## config.mk

```make
export PLATFORM = sky130hd
export DESIGN_NAME = dffram_req_adapter
export DESIGN_NICKNAME = d
export VERILOG_FILES = /design/src/rtl/dffram_req_adapter.sv
export SDC_FILE = /design/constraint.sdc
export NUM_CORES = 1
export LEC_CHECK = 0
export ABC_AREA = 1
export CORE_UTILIZATION = 53
export CTS_BUF_LIST = sky130_fd_sc_hd__clkbuf_8
export DETAILED_ROUTE_END_ITERATION = 8
export PLACE_DENSITY = 0.88
export SKIP_LAST_GASP = 1
export SYNTH_ARGS = -nofsm -noshare
export SYNTH_HDL_FRONTEND = slang
export SYNTH_SLANG_ARGS = --single-unit
```

## constraint.sdc

```tcl
create_clock -name CLK -period 5.3 [get_ports CLK]
set_input_delay 1.06 -clock CLK [delete_from_list [all_inputs] [get_ports CLK]]
set_output_delay 1.06 -clock CLK [all_outputs]
set_load 0.03 [all_outputs]
```

## src/rtl/dffram_req_adapter.sv

```systemverilog
// dffram_req_adapter: byte-addressed valid/ready request channel to DFFRAM
// EN/WE/A/DI strobes, with in-order valid/ready responses.
// A read's data is only on ram_do for the one cycle after the access, so each
// response is either passed straight through or caught in a 2-entry FIFO.
// The FIFO has room for every response that can be outstanding.
// Optional build macro: DFFRAM_ADAPTER_ERR_EN. When it is defined, requests
// whose word address is >= MEM_WORDS are accepted but do not touch the RAM.
// They return rsp_err=1 with rsp_rdata=0.
module dffram_req_adapter #(
  parameter int AW        = 12,
  parameter int MEM_WORDS = 4096
) (
  input  logic          CLK,
  input  logic          RST,
  input  logic          req_valid,
  output logic          req_ready,
  input  logic          req_we,
  input  logic [3:0]    req_be,
  input  logic [AW+1:0] req_addr,
  input  logic [31:0]   req_wdata,
  output logic          rsp_valid,
  input  logic          rsp_ready,
  output logic [31:0]   rsp_rdata,
  output logic          rsp_err,
  output logic          ram_en,
  output logic [3:0]    ram_we,
  output logic [31:0]   ram_di,
  output logic [AW-1:0] ram_a,
  input  logic [31:0]   ram_do
);

  logic [1:0]    count;
  logic          inflight;
  logic          infl_we;
  logic          infl_err;
  logic          wptr;
  logic          rptr;
  logic [31:0]   fifo_rdata [2];
  logic          fifo_err   [2];
  logic [AW-1:0] a_q;
  logic [31:0]   di_q;

  logic          accept;
  logic          addr_err;
  logic          push;
  logic          pop;
  logic [AW-1:0] word;
  logic [31:0]   infl_rdata;

  assign word = req_addr[AW+1:2];

`ifdef DFFRAM_ADAPTER_ERR_EN
  localparam logic [AW:0] MEM_LIM = (AW+1)'(MEM_WORDS);
  assign addr_err = ({1'b0, word} >= MEM_LIM);
`else
  // The word address simply wraps modulo 2^AW; nothing is out of range.
  assign addr_err = 1'b0;
`endif

  // Byte-lane address bits and the size parameter do not feed any logic in
  // every build.
  logic unused_ok;
  assign unused_ok = ^{req_addr[1:0], (MEM_WORDS > 0)};

  // Accept only when every outstanding response, including the one now in
  // flight, still has a guaranteed slot. This uses registered state only, so
  // there is no path from rsp_ready to req_ready.
  assign req_ready = !RST && (({1'b0, count} + {2'b00, inflight}) < 3'd2);
  assign accept    = req_valid && req_ready;

  // RAM strobes are combinational from the accepted request. Between accesses,
  // A and DI hold the last driven value.
  assign ram_en = accept && !addr_err;
  assign ram_we = (ram_en && req_we) ? req_be : 4'b0000;
  assign ram_a  = ram_en ? word : a_q;
  assign ram_di = ram_en ? req_wdata : di_q;

  // Remember the last driven address and data so they can be held.
  always_ff @(posedge CLK) begin
    if (RST) begin
      a_q  <= '0;
      di_q <= '0;
    end else if (ram_en) begin
      a_q  <= word;
      di_q <= req_wdata;
    end
  end

  // One-cycle in-flight marker. The response is formed from ram_do next cycle.
  always_ff @(posedge CLK) begin
    if (RST) begin
      inflight <= 1'b0;
      infl_we  <= 1'b0;
      infl_err <= 1'b0;
    end else begin
      inflight <= accept;
      infl_we  <= req_we;
      infl_err <= addr_err;
    end
  end

  // Writes and errors return zero data. Reads return whatever the macro drives.
  assign infl_rdata = (infl_we || infl_err) ? 32'h0 : ram_do;

  // The in-flight response bypasses the FIFO only if the FIFO is empty and the
  // consumer takes it this cycle. Otherwise it is queued behind the head.
  assign push = !RST && inflight && !((count == 2'd0) && rsp_ready);
  assign pop  = !RST && (count != 2'd0) && rsp_ready;

  // Two-entry response FIFO. A push and a pop in the same cycle leave the count
  // unchanged.
  always_ff @(posedge CLK) begin
    if (RST) begin
      wptr  <= 1'b0;
      rptr  <= 1'b0;
      count <= 2'd0;
    end else begin
      if (push) begin
        fifo_rdata[wptr] <= infl_rdata;
        fifo_err[wptr]   <= infl_err;
        wptr             <= ~wptr;
      end
      if (pop) rptr <= ~rptr;
      count <= count + {1'b0, push} - {1'b0, pop};
    end
  end

  // The response port shows the FIFO head first, then the fall-through path.
  // It is quiet during reset.
  always_comb begin
    rsp_valid = 1'b0;
    rsp_rdata = 32'h0;
    rsp_err   = 1'b0;
    if (!RST) begin
      if (count != 2'd0) begin
        rsp_valid = 1'b1;
        rsp_rdata = fifo_rdata[rptr];
        rsp_err   = fifo_err[rptr];
      end else if (inflight) begin
        rsp_valid = 1'b1;
        rsp_rdata = infl_rdata;
        rsp_err   = infl_err;
      end
    end
  end

endmodule

```

==> results.toml <==
# implementation run metrics
[global_route]
maximum_number_of_pins_on_one_net_before_global_route_repair = 49
grt_pass1_vias = 4841
grt_first_pass_wirelength_mm = 22.17
antenna_found_initial = 0

[die]
chipWidth_um = 107.0
coreArea_mm2 = 0.01051
num_io_pins = 171
initCoreUtil_pct = 55.65
n_tap_cell = 136
fp.dieArea_mm2 = 0.01146

[final_layout]
multiInputGateArea_mm2 = 0.001843
antenna-diode-count = 1
regArea_mm2 = 0.002943
num-fill-cells = 799
proportion_of_layout_cells_with_a_drive_suffix_above_1_pct = 10.27
layout_nets = 1030
final-instance-count-excl-fill = 1091
layout.non_clock_inverters = 226
lay_top_cells = "229 x sky130_fd_sc_hd__inv_1, 188 x sky130_fd_sc_hd__nand2_1, 117 x sky130_fd_sc_hd__clkdlybuf4s50_1"
area_delta_synth_final_pct = 32.93
design.seq.count = 115
final_layout_clock_cell_area_share_pct = 4.668
multi_input_comb_cells = 406
area_share_nonclk_buffers_pct = 20.63
largest_cell_class = "sequential cells"
combAreaFraction_pct = 23.71
final_common_cell = "sky130_fd_sc_hd__inv_1"

[clocking]
hold_buffers = 0
tritoncts = "yes"
worst_skew_pair.late_latency_ns = 0.43
clkSinkCount = 115
cts.path.max_buffers = 2

[final_timing]
finalClockPeriodUsage_pct = 75.78
max_slew_margin_pct = 31.64
finalHoldViolations = 0
timing.hold.ws_ns = 0.5209
max_freq_mhz = 249.0
setup_ws_ns = 1.284
fin_setup_tns_ns = 0
grt_setup_unrepaired = "no"

[placement]
placement.cell_area_mm2 = 0.007408
dp_hpwl_mm = 9.045
finalWeightedCongestion = 0.7702
place.detailed.instances = 1058
preCtsSetupSlack_ns = 1.347

[drt]
dr.pass1.iters = 5
detail_route.drc_violations = 0
avgRoutedWirePerCell_um = 12.58
ant_nets = 0
post_drt_via_cell_ratio = 4.833
drt-initial-drc-count = 317

[logic_synthesis]
syn-mean-instance-area_um2 = 7.393
netlist-cell-type-count = 26
synth.net_count = 880
synthCells = 791
ys_seq_share_pct = 50.32
syn-cell-area_mm2 = 0.005848
synth_chip_area_mm2 = 0.005848
ys.flops = 115

[critical_path]
startpoint_type = "register"
cp_common_cell = "sky130_fd_sc_hd__buf_4"
crit_path_top_delay_cell = "sky130_fd_sc_hd__dfxtp_1"
path_delay_family = "flip-flops"
endpoint_kind = "primary output"
critical_path.max_stage_delay_ns = 0.94
worst_ep_required_time_ns = 4.24
critical_path.n_buffers_inverters = 4
critical_path_arrival_ns = 2.96
worstPathMaxFanout = 46

[power_and_ir_drop]
power.total_mw = 2.290
ir_worst_vdd_uv = 162.4
total_leakage_power_nw = 4.005
p_per_area_mw_per_mm2 = 294.5

[status]
status = "finished, final reports clean"

[run]
cap_viol_max_count = 0

[worst_hold_path]
worstHoldPathType = "reg -> reg"
[per-layer routing]
layer  track usage, %  part of all wire, %  vias to the layer above
met5                0                    0                        -
li1                 -                    -                     2671
met3            9.970                   10                       22
met1            29.28                   39                     2344
met2            42.26                   48                      236
met4            9.295                  2.1                        0
[synth_stat cells]
library cell | count | area, um^2
sky130_fd_sc_hd__conb_1 | 1 | 3.750
sky130_fd_sc_hd__buf_1 | 2 | 7.510
sky130_fd_sc_hd__ha_1 | 2 | 25.02
sky130_fd_sc_hd__nand3_1 | 48 | 240.2
sky130_fd_sc_hd__nor2_8 | 1 | 20.02
sky130_fd_sc_hd__nand4_1 | 45 | 281.5
sky130_fd_sc_hd__buf_2 | 21 | 105.1
sky130_fd_sc_hd__buf_6 | 3 | 33.78
sky130_fd_sc_hd__inv_2 | 1 | 3.750
sky130_fd_sc_hd__nand2_2 | 2 | 12.51
sky130_fd_sc_hd__nor3b_2 | 4 | 50.05
sky130_fd_sc_hd__nand3_2 | 1 | 10.01
sky130_fd_sc_hd__inv_1 | 224 | 840.8
sky130_fd_sc_hd__a21oi_1 | 25 | 125.1
sky130_fd_sc_hd__clkbuf_1 | 16 | 60.06
sky130_fd_sc_hd__nor2_4 | 1 | 11.26
sky130_fd_sc_hd__o211ai_1 | 1 | 7.510
sky130_fd_sc_hd__clkinv_1 | 1 | 3.750
sky130_fd_sc_hd__nor2_2 | 1 | 6.260
sky130_fd_sc_hd__buf_4 | 2 | 15.01
sky130_fd_sc_hd__nor2_1 | 76 | 285.3
sky130_fd_sc_hd__or2_2 | 1 | 6.260
sky130_fd_sc_hd__edfxtp_1 | 64 | 1922
sky130_fd_sc_hd__o21ai_0 | 9 | 45.04
sky130_fd_sc_hd__dfxtp_1 | 51 | 1021
sky130_fd_sc_hd__nand2_1 | 188 | 705.7
[flip-flops by register name, summed over array words and instances (netlist names), named ones only]
signal and count:
rptr 1, fifo_rdata 64, a_q 12, inflight 1, count 2, wptr 1, infl_we 1, di_q 32
[worst reg2reg max path, stage by stage (launching register included)]
cell	delay (ns)
sky130_fd_sc_hd__dfxtp_1	0.94
sky130_fd_sc_hd__inv_1	0.18
sky130_fd_sc_hd__nor2_1	0.22
sky130_fd_sc_hd__nand3_1	0.13
sky130_fd_sc_hd__inv_1	0.40
sky130_fd_sc_hd__buf_4	0.40
[cells by family after synthesis]
logic type / after synthesis / share of synthesized area [%]
adder cells (fa/ha/maj): 2 / 0.4278
AND-OR/OR-AND: 35 / 3.038
other: 1 / 0.06412
AND/OR/NAND/NOR: 368 / 27.86
flip-flops: 115 / 50.32
buffers and inverters: 270 / 18.29
[report_power, final]
group / internal [mW] / leakage (nW) / total, mW / switching, mW
clock: 0.407 / 0.211 / 0.737 / 0.330
sequential: 0.982 / 1.00 / 0.999 / 0.0163
combinational: 0.209 / 2.79 / 0.554 / 0.345
[path summary, 6_finish.rpt]
path / endpoint / slack [ns] / depth (start not counted) / start
worst max-delay path: ram_di[17] / 1.28 / 8 / inflight
worst min-delay path: di_q[28] / 0.52 / 4 / di_q[28]
worst max register to register: fifo_rdata[1][26] / 2.70 / 5 / inflight
worst min register to register: di_q[28] / 0.52 / 4 / di_q[28]
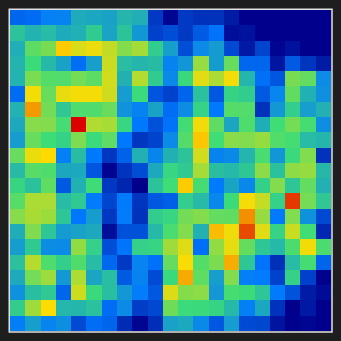
(signal metal coverage by tile)
(3 px per um) 21 x 21 tiles, from dark blue (low) to red (high), scaled to the fullest tile. Values are wire area over tile area, all layers added.
emptiest ninth of the die: upper right
nearly empty tiles: 5.4%
tiles over half the peak: 32%
fullest tile: 0.52
mean over tiles: 0.20
detailed-route via count: 5273
wirelength, routed: 13.72 mm
total routing usage reported by global routing: 25.30%

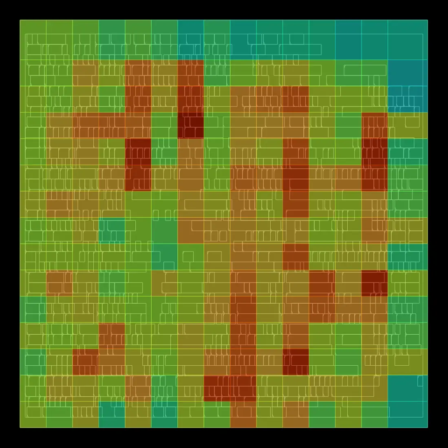
(track usage over the die)
met2 usage: 42.26%
busiest layer in global routing: met2

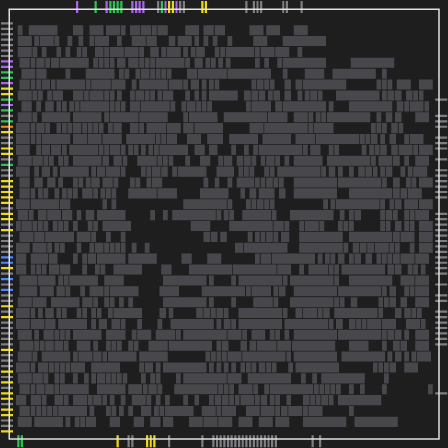
(pin map)
(4 px per um) Pins as bars across the die edge, other pins in gray.
| color | port | pins | direction | edge |
|---|---|---|---|---|
| orange | req_valid | 1 | input | left |
| purple | ram_a | 12 | output | 8 top, 4 left |
| blue | ram_we | 4 | output | left |
| yellow | ram_di | 32 | output | 24 left, 4 top, 4 bottom |
| green | req_addr | 14 | input | 6 top, 6 left, 2 bottom |
all pins by edge: 76 left, 37 right, 30 bottom, 28 top
Die Y: 107.0 um
# port buffers: 167

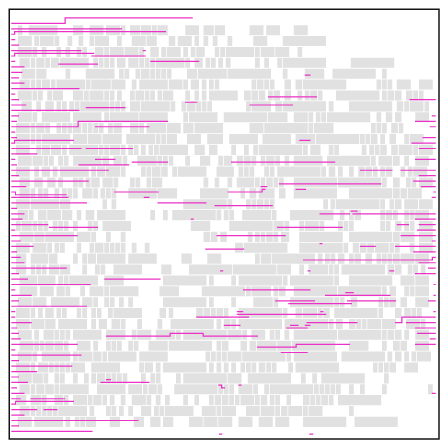
(M3 wires)
(4 px per um)
wire length on this layer: 1400 um
nets with wire on the layer: 143
met3 layer usage reported by global route: 9.970%

No activity file was given, so power comes from the tool's default toggle rates.
